### Layout detail, run 1

Window x 2 to 52, y 56 to 106 um. Cells in gray, sequential cells in the stronger gray; small squares are vias.
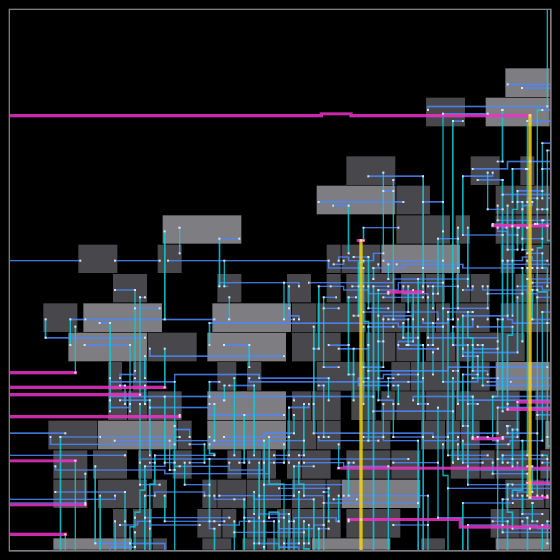
### Where the registers sit, run 1

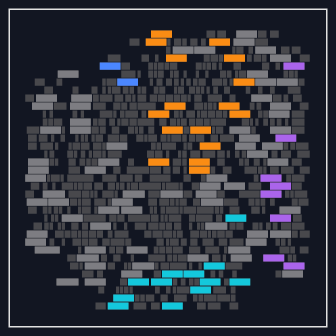
### Gate families picked out, run 1

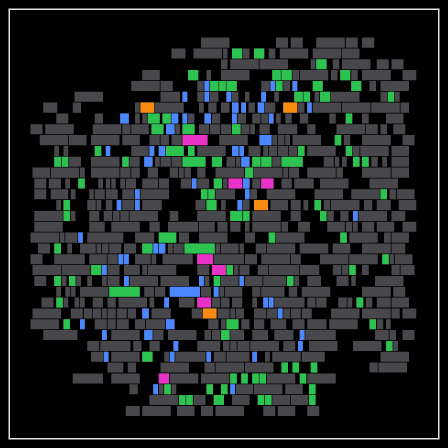
### Clock wiring as the flow saved it, run 1

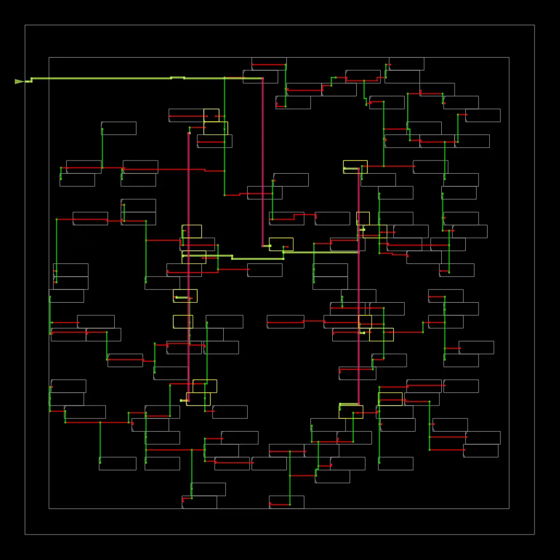
--- src/rtl/vga_capture.sv ---
// Receive side of the 8-bit VGA stream: recovers pixel/line position from the sync edges,
// writes a fixed window into a frame-buffer port and measures line length and frame height.
module vga_capture #(
   parameter int CAP_X0 = 217,
   parameter int CAP_Y0 = 27,
   parameter int CAP_W  = 220,
   parameter int CAP_H  = 180,
   parameter int ADDR_W = 16
) (
   input  logic              clk,
   input  logic              rst_n,
   input  logic              arm,
   input  logic              vga_hs,
   input  logic              vga_vs,
   input  logic [7:0]        vga_rgb,
   output logic              wr_en,
   output logic [ADDR_W-1:0] wr_addr,
   output logic [7:0]        wr_data,
   output logic              busy,
   output logic              frame_done,
   output logic              frame_err,
   output logic [11:0]       h_total_meas,
   output logic [11:0]       v_total_meas
);

   localparam logic [1:0] IDLE    = 2'd0;
   localparam logic [1:0] WAIT_VS = 2'd1;
   localparam logic [1:0] CAPTURE = 2'd2;
   localparam logic [1:0] DONE    = 2'd3;

   localparam logic [11:0]       X_LO     = 12'(CAP_X0);
   localparam logic [11:0]       X_HI     = 12'(CAP_X0 + CAP_W - 1);
   localparam logic [11:0]       Y_LO     = 12'(CAP_Y0);
   localparam logic [11:0]       Y_HI     = 12'(CAP_Y0 + CAP_H - 1);
   localparam logic [ADDR_W-1:0] LAST_IDX = ADDR_W'(CAP_W * CAP_H - 1);

   logic              hs_p0, hs_p1, vs_p0, vs_p1;
   logic [7:0]        rgb_p0;
   logic              hs_fall, vs_fall, in_win;
   logic [11:0]       h_cnt, v_cnt;
   logic [1:0]        state;
   logic [ADDR_W-1:0] idx;

   function automatic logic [11:0] sat_inc(input logic [11:0] v);
      return (v == 12'hFFF) ? v : v + 12'd1;
   endfunction

   assign hs_fall = hs_p1 & ~hs_p0;
   assign vs_fall = vs_p1 & ~vs_p0;
   assign in_win  = (h_cnt >= X_LO) && (h_cnt <= X_HI) && (v_cnt >= Y_LO) && (v_cnt <= Y_HI);

   // p0: input registers and position/measurement counters
   always_ff @(posedge clk) begin
      if (!rst_n) begin
         hs_p0        <= 1'b1;
         hs_p1        <= 1'b1;
         vs_p0        <= 1'b1;
         vs_p1        <= 1'b1;
         rgb_p0       <= '0;
         h_cnt        <= '0;
         v_cnt        <= '0;
         h_total_meas <= '0;
         v_total_meas <= '0;
      end else begin
         hs_p0  <= vga_hs;
         hs_p1  <= hs_p0;
         vs_p0  <= vga_vs;
         vs_p1  <= vs_p0;
         rgb_p0 <= vga_rgb;
         if (hs_fall) begin
            h_cnt        <= '0;
            h_total_meas <= sat_inc(h_cnt);
         end else begin
            h_cnt <= sat_inc(h_cnt);
         end
         // a vs edge coinciding with an hs edge restarts the line count without counting that hs
         if (vs_fall) begin
            v_cnt        <= '0;
            v_total_meas <= v_cnt;
         end else if (hs_fall) begin
            v_cnt <= sat_inc(v_cnt);
         end
      end
   end

   // p1: capture FSM and frame-buffer write port
   always_ff @(posedge clk) begin
      if (!rst_n) begin
         state      <= IDLE;
         idx        <= '0;
         wr_en      <= 1'b0;
         wr_addr    <= '0;
         wr_data    <= '0;
         busy       <= 1'b0;
         frame_done <= 1'b0;
         frame_err  <= 1'b0;
      end else begin
         wr_en      <= 1'b0;
         frame_done <= 1'b0;
         frame_err  <= 1'b0;
         busy       <= (state == WAIT_VS) || (state == CAPTURE);
         case (state)
            IDLE: begin
               if (arm) state <= WAIT_VS;
            end
            WAIT_VS: begin
               if (!arm) begin
                  state <= IDLE;
               end else if (vs_fall) begin
                  state <= CAPTURE;
                  idx   <= '0;
               end
            end
            CAPTURE: begin
               if (vs_fall) begin
                  frame_err <= 1'b1;
                  idx       <= '0;
               end else if (in_win) begin
                  wr_en   <= 1'b1;
                  wr_data <= rgb_p0;
                  wr_addr <= idx;
                  idx     <= idx + ADDR_W'(1);
                  if (idx == LAST_IDX) state <= DONE;
               end
            end
            default: begin
               frame_done <= 1'b1;
               state      <= arm ? WAIT_VS : IDLE;
            end
         endcase
      end
   end

endmodule

--- config.mk ---
export PLATFORM = sky130hd
export DESIGN_NAME = vga_capture
export DESIGN_NICKNAME = d
export VERILOG_FILES = /design/src/rtl/vga_capture.sv
export SDC_FILE = /design/constraint.sdc
export NUM_CORES = 1
export LEC_CHECK = 0
export CAP_MARGIN = 10
export CORE_MARGIN = 5
export CORE_UTILIZATION = 47
export DETAILED_ROUTE_END_ITERATION = 10
export GPL_ROUTABILITY_DRIVEN = 0
export GPL_TIMING_DRIVEN = 1
export HOLD_SLACK_MARGIN = 0.02
export PLACE_DENSITY = 0.73
export SLEW_MARGIN = 25
export SYNTH_ARGS = -nofsm -noshare
export SYNTH_HDL_FRONTEND = slang
export SYNTH_SLANG_ARGS = --single-unit
--- constraint.sdc ---
create_clock -name clk -period 1.75 [get_ports clk]
set_input_delay 0.35 -clock clk [delete_from_list [all_inputs] [get_ports clk]]
set_output_delay 0.35 -clock clk [all_outputs]
set_load 0.03 [all_outputs]
==> Changelog: implementation, run 1 <==
### Physical design

- Cells after Synth: 524
- Comb gate area: about 0.0023 mm2
- Post-synth ARST share: 0
- Yosys simple share: 0.264
- Yosys chip area: 0.00447 mm2
- First-pass GRT wire length: 18.5 mm
- Leakage Power: between 2 and 3 nW
- Layout area overhead: 34.0%
- Clock Skew: 0.0104 ns
- Finish-stage setup viols: 43
- Failing checks: negative setup slack
- R2r endpoint: idx[0]
- Slowest cell on the critical path: or4_4
- Worst EP arrival: 2.23 ns
- IO buf count: roughly 64
- Clk slew on worst S/H paths: 0.10 ns
- Worst-path cell chain: or4_4 > nor4_4 > o311a_2 > a31oi_4 > o21ai_4 > mux2i_1
- Measured slew at the worst slew-check pin: 0.606 ns
- Ao+oa area frac: 0.140
- Switch Pwr: 0.00122 W
- Core outline area: 0.00924 mm2
- Sum of negative setup slack: -7.72 ns
- DRC: 0
- PwrDens: 758 mW/mm2
- # IOs: around 65
- Combinational Gates: 371
- Synth top cell by count: dfxtp_1
- Non-clock buffers: 121
- Critical path's largest stage delay: 0.53 ns
- WL/cell: around 15 um
- Non-clk invs: 16
- Gr usage total: 0.196
- Count of library flops with an enable pin: 0
- FMAX: 0.502 GHz
- Critical path startpoint category: register
- Worst Path Required: 1.99 ns
- Largest class: combinational gates
- Final hold violation count: 0
- Clock root buffer: clkbuf_8
- Cts hold-fix bufs: 0
- Fraction of area in registers: 0.357
- Total wire length: between 10 and 15 mm
- Worst rel slew slack: 0.594
- Die X: 107 um
- Post-layout util: 0.648
- Fin worst setup slack: -0.242 ns
- # rows: 35
- Die area: 0.0116 mm2
- Initial antenna violation count: 0
- DR vias: 4138
- Netlist cell types: 50
- Outcome: finished, violations left
- Largest net degree at the start of global routing: 67
- Fp util: 0.483
- Drt via density: around 5.5
- Layout Nets: 649
- Fillers: 764
- Avg Inst Size Synth: 8.52 um2
- Ranking of synthesized cells by area: dfxtp_1, nand2_1, nand3_1
- Cell type with the largest total area: dfxtp_1
- Hold/Removal Path Class: input port to register
- Reg area: 0.00214 mm2
- Cycle use final: 1.14
- Endpoint, Worst Hold: frame_err
- Number of global-route vias before repair: 3817
- Non-clock buffers, area share: 0.188
- Worst setup EP type: register
- Min-delay src: rst_n
- Comb area leader: simple AND/OR/NAND/NOR gates
- CLK BUF: 11
- Synth Cell Area: between 0.004 and 0.005 mm2
- Routed Antenna Nets: 0
- CTS tree: yes
- XORs/XNORs by Area: 0.0373
- Slew Limit Fails: 0
Notes on 'Layout detail' above:
- met1: blue
- met3: magenta
- met4: yellow
- met2: cyan
- most frequent: nand2_1 (17), dfxtp_1 (14), buf_4 (14)
- netlist names of flops here include: v_total_meas (5), idx (3), state (2)
- cells with their middle in the window: 124
- sequential cells in the window: 14

Notes on 'Where the registers sit' above:
- state: blue (flops 2)
- wr_data: purple (flops 8)
- h_total_meas: cyan (flops 12; where bottom center)
- idx: orange (flops 16)

Notes on 'Gate families picked out' above:
- AND-OR and OR-AND gates: magenta (cells 7)
- multiplexers: orange (cells 4)
- inverting AOI/OAI gates: green (cells 93; where spread over the die)
- NOR gates: blue (cells 63)
Final Instance Count excl. Fillers: 759
Top cell excl fill/tap: dfxtp_1
logic share of the area: 0.385

Notes on 'Clock wiring as the flow saved it' above:
total CTS buffers: 9
clock distribution power: 0.00148 W
Latency at later pin: 0.37 ns
TritonCTS Sinks: 106
Seq cells: 106

-- run 1: what timing repair did --
item | CTS | global route
cloned | 1 | 0
setup buffers | 3 | 1
setup endpoints to repair | 78 | 88
gates resized | 37 | 48
pin swaps | 4 | 11
hold endpoints to repair | 0 | 0
-- run 1: per-stage QoR --
stage,std cells,cell area (um2),worst slack (ns),hold WS (ns),total power [W]
final,759,5980,-0.242,0.354,0.00453
after global placement,738,5590,-0.229,0.421,0.00309
after floorplan,524,4530,-0.0922,0.414,0.00290
after global routing,759,5980,-0.339,0.361,0.00473
after detailed placement,738,5590,-0.285,0.433,0.00310
after CTS,758,5810,-0.238,0.341,0.00455
-- run 1: power by group through the flow --
| stage | registers (W) | clock network (W) | logic [W] |
|---|---|---|---|
| 6_report | 0.00251 | 0.00148 | 0.000545 |
| 5_1_grt | 0.00252 | 0.00162 | 0.000591 |
| 4_1_cts | 0.00251 | 0.00150 | 0.000538 |
| 3_5_place_dp | 0.00257 | 0 | 0.000533 |
| 3_3_place_gp | 0.00257 | 0 | 0.000522 |
| 2_1_floorplan | 0.00261 | 0 | 0.000291 |
-- run 1: worst max-delay path by stage --
| stage | from | endpoint | slack, ns | depth (start not counted) |
|---|---|---|---|---|
| 2_1_floorplan | h_cnt[10] | wr_addr[10] | -0.09 | 8 |
| 3_3_place_gp | h_cnt[10] | idx[10] | -0.23 | 6 |
| 3_5_place_dp | h_cnt[10] | idx[10] | -0.29 | 6 |
| 4_1_cts | h_cnt[10] | idx[0] | -0.24 | 6 |
| 5_1_grt | h_cnt[10] | idx[0] | -0.34 | 6 |
| 6_report | h_cnt[10] | idx[0] | -0.24 | 6 |
-- run 1: cell usage in the layout (no fill, tap or decap), types with 16 or more instances in the layout --
cell | synthesis | final
dlymetal6s2s_1 | 0 | 23
nor2_1 | 46 | 46
nand2_1 | 63 | 62
nand3_1 | 47 | 45
o21ai_0 | 24 | 21
a21oi_1 | 25 | 25
dfxtp_1 | 106 | 96
dlygate4sd2_1 | 0 | 28
nand4_1 | 16 | 16
buf_4 | 0 | 50
-- run 1: flip-flops by register name, indices dropped and copies added (netlist names) --
register	flops
vs_p1	1
v_cnt	12
hs_p0	1
frame_done	1
wr_addr	16
h_cnt	12
busy	1
frame_err	1
wr_en	1
idx	16
v_total_meas	12
hs_p1	1
state	2
vs_p0	1
h_total_meas	12
wr_data	8
rgb_p0	8
-- run 1: logic make-up (layout without fill, tap and decap cells) --
kind of cell    Yosys count  count (layout)
xor+xnor                 19              19
compound gates          100             100
flops                   106             106
simple gates            237             237
buf+inv                  47             153
mux                       4               4
fa+ha+maj                11              11
-- run 1: critical path: cells and delay by family, from the launching register on --
family / cells / cell delay, ns
AND/OR/NAND/NOR: 2 / 0.67
multiplexers: 1 / 0.14
AND-OR/OR-AND: 3 / 0.71
flip-flops: 1 / 0.33
-- run 1: layer usage --
metal | track usage | vias to the layer above | part of all wire
met5 | 0 | - | 0
met4 | 0.0667 | 0 | 0.019
met3 | 0.0396 | 20 | 0.068
met2 | 0.307 | 152 | 0.45
met1 | 0.271 | 1934 | 0.46
li1 | - | 2032 | -
### Floorplan with the power grid, run 1

Pins as bars on the die edge.
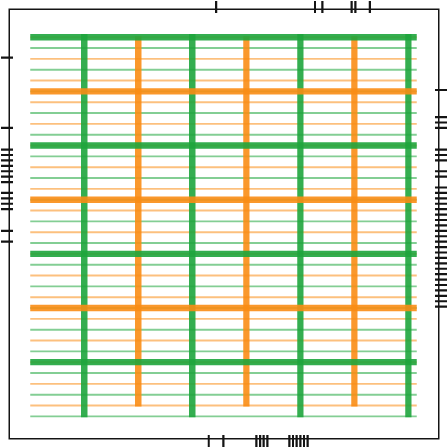

==> run 2: changes to the inputs <==
--- a/config.mk
+++ b/config.mk
@@ -7,13 +7,13 @@
 export LEC_CHECK = 0
 export CAP_MARGIN = 10
 export CORE_MARGIN = 5
-export CORE_UTILIZATION = 47
+export CORE_UTILIZATION = 49
 export DETAILED_ROUTE_END_ITERATION = 10
 export GPL_ROUTABILITY_DRIVEN = 0
 export GPL_TIMING_DRIVEN = 1
 export HOLD_SLACK_MARGIN = 0.02
-export PLACE_DENSITY = 0.73
-export SLEW_MARGIN = 25
+export PLACE_DENSITY = 0.76
+export SLEW_MARGIN = 20
 export SYNTH_ARGS = -nofsm -noshare
 export SYNTH_HDL_FRONTEND = slang
 export SYNTH_SLANG_ARGS = --single-unit
### Floorplan with the power grid, run 2

Pins as bars on the die edge.
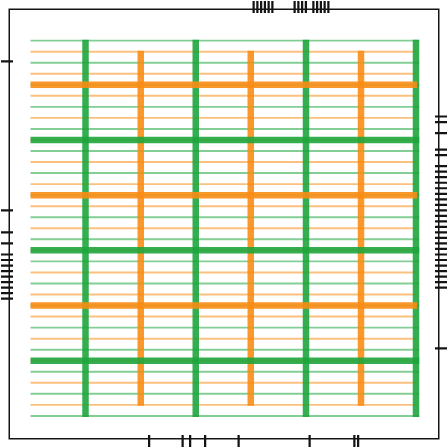
- VSS: green
- VDD: orange
- signal pins: 65
- rows: 34
- met4 straps: 7
- met1 rails: 35
- met5 straps: 6
Worst IR Drop VDD: 0.446 mV
Die Y: 105 um
core outline area: 0.00881 mm2
Die X: 105 um

### Where the registers sit, run 2

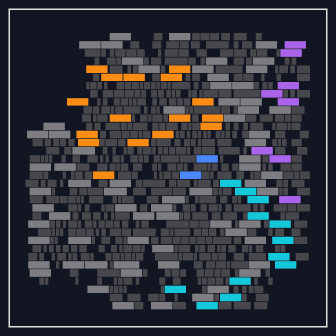
- state: blue (flops 2)
- wr_data: purple (flops 8)
- idx: orange (flops 16)
- h_total_meas: cyan (flops 12)
- not colored: 68

==> Changelog: implementation, run 2 <==
### Physical design

- Hpwl dp: 8.25 mm
- Largest net degree at the start of global routing: 58
- Avg Inst Size Synth: 8.52 um2
- Max Cap Viol: 0
- Synth top cell by count: dfxtp_1
- DRC: 0
- DR vias: 4256
- Clk slew on worst S/H paths: 0.11 ns
- Clock Skew: between 0.01 and 0.015 ns
- H-Tree Level Count: 3
- CTS tree: yes
- Worst Path Required: 2.02 ns
- Synth Cell Area: 0.00447 mm2
- Total CTS buffers: 9
- IO buf count: 64
- Count of library flops with an enable pin: 0
- Latency at later pin: 0.36 ns
- Initial antenna violation count: 0
- Syn nets: 548
- Ranking of synthesized cells by area: dfxtp_1, nand2_1, nand3_1
- Cells after Synth: about 520
- Cts hold-fix bufs: 0
- Measured slew at the worst slew-check pin: 0.615 ns
- Post-synth regs: around 110
- Fillers: 647
- Leakage Power: 2.89 nW
- Slew Limit Fails: 0
- Critical path fanouts, max: 12
- Worst-path cell chain: or4_4 > nor4_4 > o311a_4 > nand4_4 > clkbuf_16 > o31ai_1
- PwrDens: roughly 730 mW/mm2
- First-pass GRT wire length: 19.1 mm
- Failing checks: negative setup slack
- Outcome: finished, violations left
- Worst rel slew slack: 0.588
- Synthesis warning total: 0
- Slowest cell on the critical path: or4_4
- Worst setup EP type: register
- Cell type with the largest total area: dfxtp_1
- Drt pass-1 iters: 5
- Gr usage total: 0.205
- Critical path's largest stage delay: 0.54 ns
- Seq/Total Area, Yosys: 0.475
- Critical path type: register to register
- WL/cell: 16.5 um
- Largest registers: idx x16, wr_addr x16
- # IOs: 65
- Worst EP arrival: 2.35 ns
- RSZ-0062 raised after global routing: true
- Total wire length: between 10 and 15 mm
- Clock root buffer: clkbuf_8
- Yosys chip area: 0.00447 mm2
- Max Root-Sink Buffers: 2
- Share of layout cells above drive strength 1: 0.220
- Netlist cell types: about 50
- Routed Antenna Nets: 0
- Top cell excl fill/tap: dfxtp_1
- Critical path startpoint category: register
- Tool warnings: 36
- Layout area overhead: 38.8%
- Final hold violation count: 0
- Post-synth ARST share: 0
- Cycle use final: 1.19
- FMAX: 0.482 GHz
- Sum of negative setup slack: -9.86 ns
- Top cell area share: 0.475
- Min Hold Slack: 0.302 ns
- Number of global-route vias before repair: 3997
- Fp util: 0.507
- Drt via density: 5.74
- # Cells Yosys: around 520
- TritonCTS Sinks: 106
- Fin worst setup slack: -0.325 ns
- Layout Nets: 652
- Top cell types by occurrence after synthesis: dfxtp_1, nand2_1, nand3_1
- Tmin final: 2.07 ns
- Grt ovf: 0
- FF-to-FF setup slack: -0.32 ns
- Main flop type: dfxtp_1
- # rows: 34
- Finish-stage setup viols: around 45
- Hold/Removal Path Class: input port to register
- Top cells excl fill/tap: dfxtp_1, nand2_1, buf_4, nor2_1, nand3_1
- N_diodes: 0
- Initial DRC count: 308
- Die area: 0.0111 mm2
### Gate families picked out, run 2

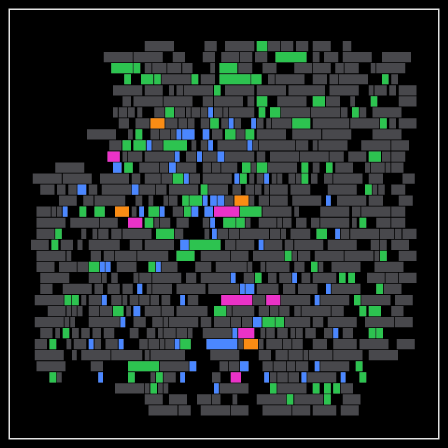
- NOR gates: blue (cells 63)
- inverting AOI/OAI gates: green (cells 93; where spread over the die)
- AND-OR and OR-AND gates: magenta (cells 7)
- multiplexers: orange (cells 4; where center)

## run 2: cell types whose count changed in the layout (fill, tap and decap cells not counted), sizes merged
| cell | change |
|---|---|
| inv | +1 |
| dlygate4sd2 | -10 |
| clkdlybuf4s50 | +3 |
| dlymetal6s2s | +7 |
| clkbuf | +1 |
| clkinv | +1 |
## run 2: worst paths after layout
check                                from          to  cells past startpoint
worst max-delay path            h_cnt[10]  wr_addr[4]                      6
worst min register to register  rgb_p0[7]  wr_data[7]                      2
worst max register to register  h_cnt[10]  wr_addr[4]                      6
worst min-delay path                rst_n        busy                      2
## run 2: layout make-up
type | count | area (um2) | share of cell area
flip-flops and latches | 106 | 2140 | 0.345
inverters | 16 | 60.1 | 0.00969
clock buffers | 9 | 124 | 0.0200
multi-input cells | 371 | 2450 | 0.396
well taps | 108 | 135 | 0.0218
clock inverters | 7 | 61.3 | 0.00989
repair buffers | 124 | 1230 | 0.198
## run 2: timing repair
| action | CTS | global route |
|---|---|---|
| cloned | 1 | 3 |
| gates resized | 34 | 85 |
| endpoints found under the setup margin | 66 | 95 |
| pin swaps | 10 | 19 |
| endpoints found under the hold margin | 0 | 0 |
| buffers inserted | 2 | 2 |
## run 2: critical path, delay by kind of cell (launching register included)
family | cells | cell delay [ns]
DFF | 1 | 0.34
and+or+nand+nor | 3 | 0.88
AOI/OAI and AO/OA | 2 | 0.51
buffers and inverters | 1 | 0.25
## run 2: stage by stage
step / std cells / power (W) / instance area, um2 / setup WS (ns) / util
finish: 741 / 0.00454 / 6200 / -0.325 / 0.704
floorplan: 524 / 0.00290 / 4530 / -0.0922 / -
CTS: 736 / 0.00453 / 5810 / -0.201 / 0.660
global route: 741 / 0.00473 / 6200 / -0.360 / 0.704
detailed placement: 717 / 0.00312 / 5570 / -0.259 / 0.632
global placement: 717 / 0.00310 / 5570 / -0.217 / 0.632
## run 2: per-layer routing
layer  wire (um)  vias to the layer above  GRT usage
li1            -                     2042          -
met1        5410                     2014      0.282
met2        5730                      169      0.328
met3         823                       31     0.0355
met4         245                        0     0.0619
met5           0                        -          0
## run 2: cell families (layout without fill, tap and decap cells)
group | after synthesis | after routing | share of synthesized area
buffers and inverters | 47 | 156 | 0.0443
muxes | 4 | 4 | 0.00897
AOI/OAI and AO/OA | 100 | 100 | 0.140
and+or+nand+nor | 237 | 237 | 0.264
adders and majority gates | 11 | 11 | 0.0308
DFF | 106 | 106 | 0.475
xor gates and xnor gates | 19 | 19 | 0.0373
## run 2: power breakdown
part	total (W)	internal (W)	switching, W
combinational	0.000596	0.000249	0.000347
clock	0.00143	0.000543	0.000889
sequential	0.00251	0.00247	0.0000386
==> run 3: changes to the inputs <==
--- a/config.mk
+++ b/config.mk
@@ -8,6 +8,7 @@
 export CAP_MARGIN = 10
 export CORE_MARGIN = 5
 export CORE_UTILIZATION = 49
+export CTS_CLUSTER_DIAMETER = 120
 export DETAILED_ROUTE_END_ITERATION = 10
 export GPL_ROUTABILITY_DRIVEN = 0
 export GPL_TIMING_DRIVEN = 1
### Layout detail, run 3

Window x 1 to 51, y 54 to 104 um. Cells in gray, sequential cells in the stronger gray; small squares are vias.
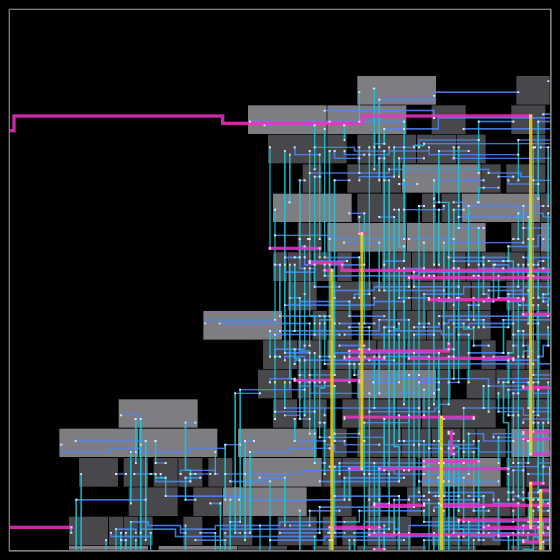
- met2: cyan
- met3: magenta
- met1: blue
- met4: yellow
- sequential cells in the window: 17
- netlist names of flops here include: idx (8), wr_addr (5)
- most frequent: dfxtp_1 (16), buf_4 (13)
- cells with their middle in the window: 128

### Floorplan with the power grid, run 3

Pins as bars on the die edge.
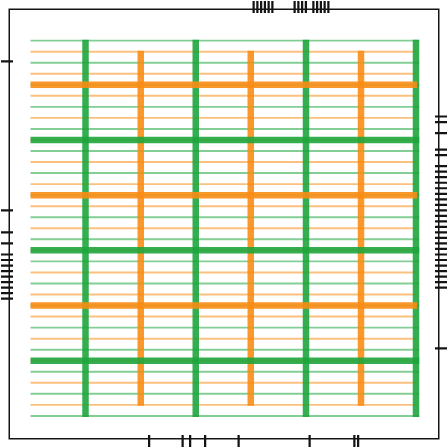
- VSS: green
- VDD: orange
- met4 straps: 7
- met1 rails: 35
- signal pins: 65
- rows: 34

==> Changelog: implementation, run 3 <==
### Physical design

- Top cells excl fill/tap: dfxtp_1, nand2_1, buf_4, nor2_1, nand3_1
- Layout area overhead: 38.8%
- FF-to-FF setup slack: -0.32 ns
- Syn nets: 548
- Netlist cell types: 50
- N_diodes: 0
- Cts hold-fix bufs: 0
- Post-synth regs: around 110
- Drt pass-1 iters: 5
- Min-delay src: rst_n
- RSZ-0062 raised after global routing: true
- Ranking of synthesized cells by area: dfxtp_1, nand2_1, nand3_1
- Gr usage total: 0.205
- First-pass GRT wire length: 19.1 mm
- Hold path depth: 2
- Total wire length: between 10 and 15 mm
- Cell type with the largest total area: dfxtp_1
- Finish-stage setup viols: 45
- Latency at later pin: 0.36 ns
- Worst flop-to-flop path startpoint: h_cnt[10]
- Die area: 0.0111 mm2
- Layout Nets: 652
- Max Root-Sink Buffers: 2
- Comb gate area: around 0.0025 mm2
- Die X: 105 um
- Worst setup EP type: register
- Critical path type: register to register
- # IOs: between 60 and 70
- Drt via density: 5.74
- Top cell excl fill/tap: dfxtp_1
- Outcome: finished, violations left
- TritonCTS Sinks: about 110
- Switch Pwr: 0.00127 W
- Measured slew at the worst slew-check pin: 0.615 ns
- Critical path fanouts, max: 12
- Internal Power: 0.00326 W
- Tmin final: 2.07 ns
- Fillers: 647
- Largest registers: idx x16, wr_addr x16
- H-Tree Level Count: 3
- Failing checks: negative setup slack
- Core outline area: 0.00881 mm2
- Main flop type: dfxtp_1
- IO buf count: 64
- Tool warnings: 36
- Max Cap Viol: 0
- Fp util: 0.507
- Place WS: -0.259 ns
- Count of library flops with an enable pin: 0
- # rows: 34
- Combinational power share: 0.131
- DRC: 0
- Seq/Total Area, Yosys: 0.475
- Total CTS buffers: 9
- R2r endpoint: wr_addr[4]
- Critical path startpoint category: register
- CTS tree: yes
- Flop pwr share: 0.553
- Worst rel slew slack: 0.588
- # Cells Yosys: 524
- Synthesis warning total: 0
- Fin worst setup slack: -0.325 ns
- Number of global-route vias before repair: approximately 4000
- Initial antenna violation count: 0
- Avg Inst Size Synth: 8.52 um2
- Initial DRC count: between 300 and 400
- Clock power share: 0.316
- WL/cell: 16.5 um
- Grt ovf: 0
- Final hold violation count: 0
- Top cell types by occurrence after synthesis: dfxtp_1, nand2_1, nand3_1
- Synth top cell by count: dfxtp_1
- Worst Path Required: 2.02 ns
- Die Y: 105 um
- Synth Cell Area: 0.00447 mm2
- Hold/Removal Path Class: input port to register
- Clock root buffer: clkbuf_8
- Cells after Synth: about 520
- FMAX: 0.482 GHz
- Worst IR Drop VDD: 0.446 mV
- Hpwl dp: 8.25 mm
- Reg area: 0.00214 mm2
- Largest net degree at the start of global routing: slightly below 60
- PwrDens: roughly 730 mW/mm2
- Worst EP arrival: 2.35 ns
- Leakage Power: 2.89 nW
- Sw Ratio: 0.281
- DR vias: 4256
- Min Hold Slack: between 0.3 and 0.4 ns
- Clk slew on worst S/H paths: around 0.11 ns
- Endpoint, Worst Hold: busy
- Routed Antenna Nets: 0
- Cycle use final: 1.19
- Post-synth ARST share: 0
- Slew Limit Fails: 0
- Yosys chip area: 0.00447 mm2
- Share of layout cells above drive strength 1: 0.220
- Top cell area share: 0.475
- FF-to-FF path depth: 6
### Clock wiring as the flow saved it, run 3

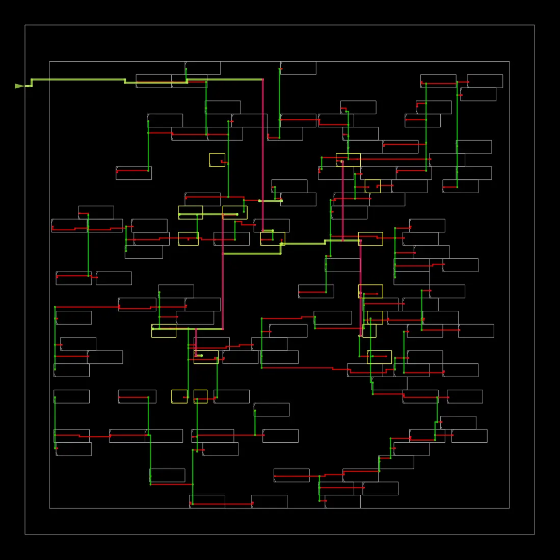
clock distribution power: 0.00143 W
Clock Skew: 0.0133 ns

==> run 3: cell counts in the layout (fill, tap and decap cells not counted) <==
Identical to the previous run, type by type.
==> run 3: worst max-delay path by stage <==
stage                         start          end  slack [ns]  cells past startpoint
after floorplan           h_cnt[10]  wr_addr[10]       -0.09                      8
after global placement    h_cnt[10]      idx[10]       -0.22                      6
after detailed placement  h_cnt[10]      idx[10]       -0.26                      6
after CTS                 h_cnt[10]     state[0]       -0.20                      6
after global routing      h_cnt[10]   wr_addr[4]       -0.36                      6
final                     h_cnt[10]   wr_addr[4]       -0.32                      6
==> run 3: through the flow <==
stage | instance area (um2) | power [W] | utilization | setup TNS (ns) | instances
after floorplan | 4530 | 0.00290 | - | -1.45 | 524
after global placement | 5570 | 0.00310 | 0.632 | -4.20 | 717
after detailed placement | 5570 | 0.00312 | 0.632 | -5.95 | 717
after CTS | 5810 | 0.00453 | 0.660 | -5.56 | 736
after global routing | 6200 | 0.00473 | 0.704 | -13.82 | 741
final | 6200 | 0.00454 | 0.704 | -9.86 | 741
==> run 3: routing by layer <==
layer	routed length, um	global-route usage	share of wire
met1	5410	0.282	0.44
met2	5730	0.328	0.47
met3	823	0.0355	0.067
met4	245	0.0619	0.020
met5	0	0	0
==> run 3: logic make-up (layout without fill, tap and decap cells) <==
kind of cell	after synthesis	count (layout)	synth area share
buffers and inverters	47	156	0.0443
adders and majority gates	11	11	0.0308
muxes	4	4	0.00897
xor gates and xnor gates	19	19	0.0373
AOI/OAI and AO/OA	100	100	0.140
and+or+nand+nor	237	237	0.264
DFF	106	106	0.475
==> run 3: layout make-up <==
type | count | area share
Sequential cell | 106 | 0.345
Inverter | 16 | 0.00969
Clock buffer | 9 | 0.0200
Tap cell | 108 | 0.0218
Multi-Input combinational cell | 371 | 0.396
Clock inverter | 7 | 0.00989
Timing Repair Buffer | 124 | 0.198
==> run 3: critical path, stage by stage, from the launching register on <==
cell and delay [ns]:
dfxtp_2 0.34, or4_4 0.54, nor4_4 0.16, o311a_4 0.27, nand4_4 0.18, clkbuf_16 0.25, o31ai_1 0.24
==> run 3: timing repair <==
item / in CTS / in global routing
gates cloned: 1 / 3
setup buffers: 2 / 2
setup endpoints to repair: 66 / 95
pin swaps: 10 / 19
gates resized: 34 / 85
==> run 3: power groups by stage <==
stage | clock, W | sequential (W) | combinational, W
floorplan | 0 | 0.00261 | 0.000291
global placement | 0 | 0.00256 | 0.000535
detailed placement | 0 | 0.00257 | 0.000554
CTS | 0.00145 | 0.00251 | 0.000569
global route | 0.00156 | 0.00252 | 0.000644
finish | 0.00143 | 0.00251 | 0.000596
Power figures rest on the tool's default switching activity, not on a simulated workload.
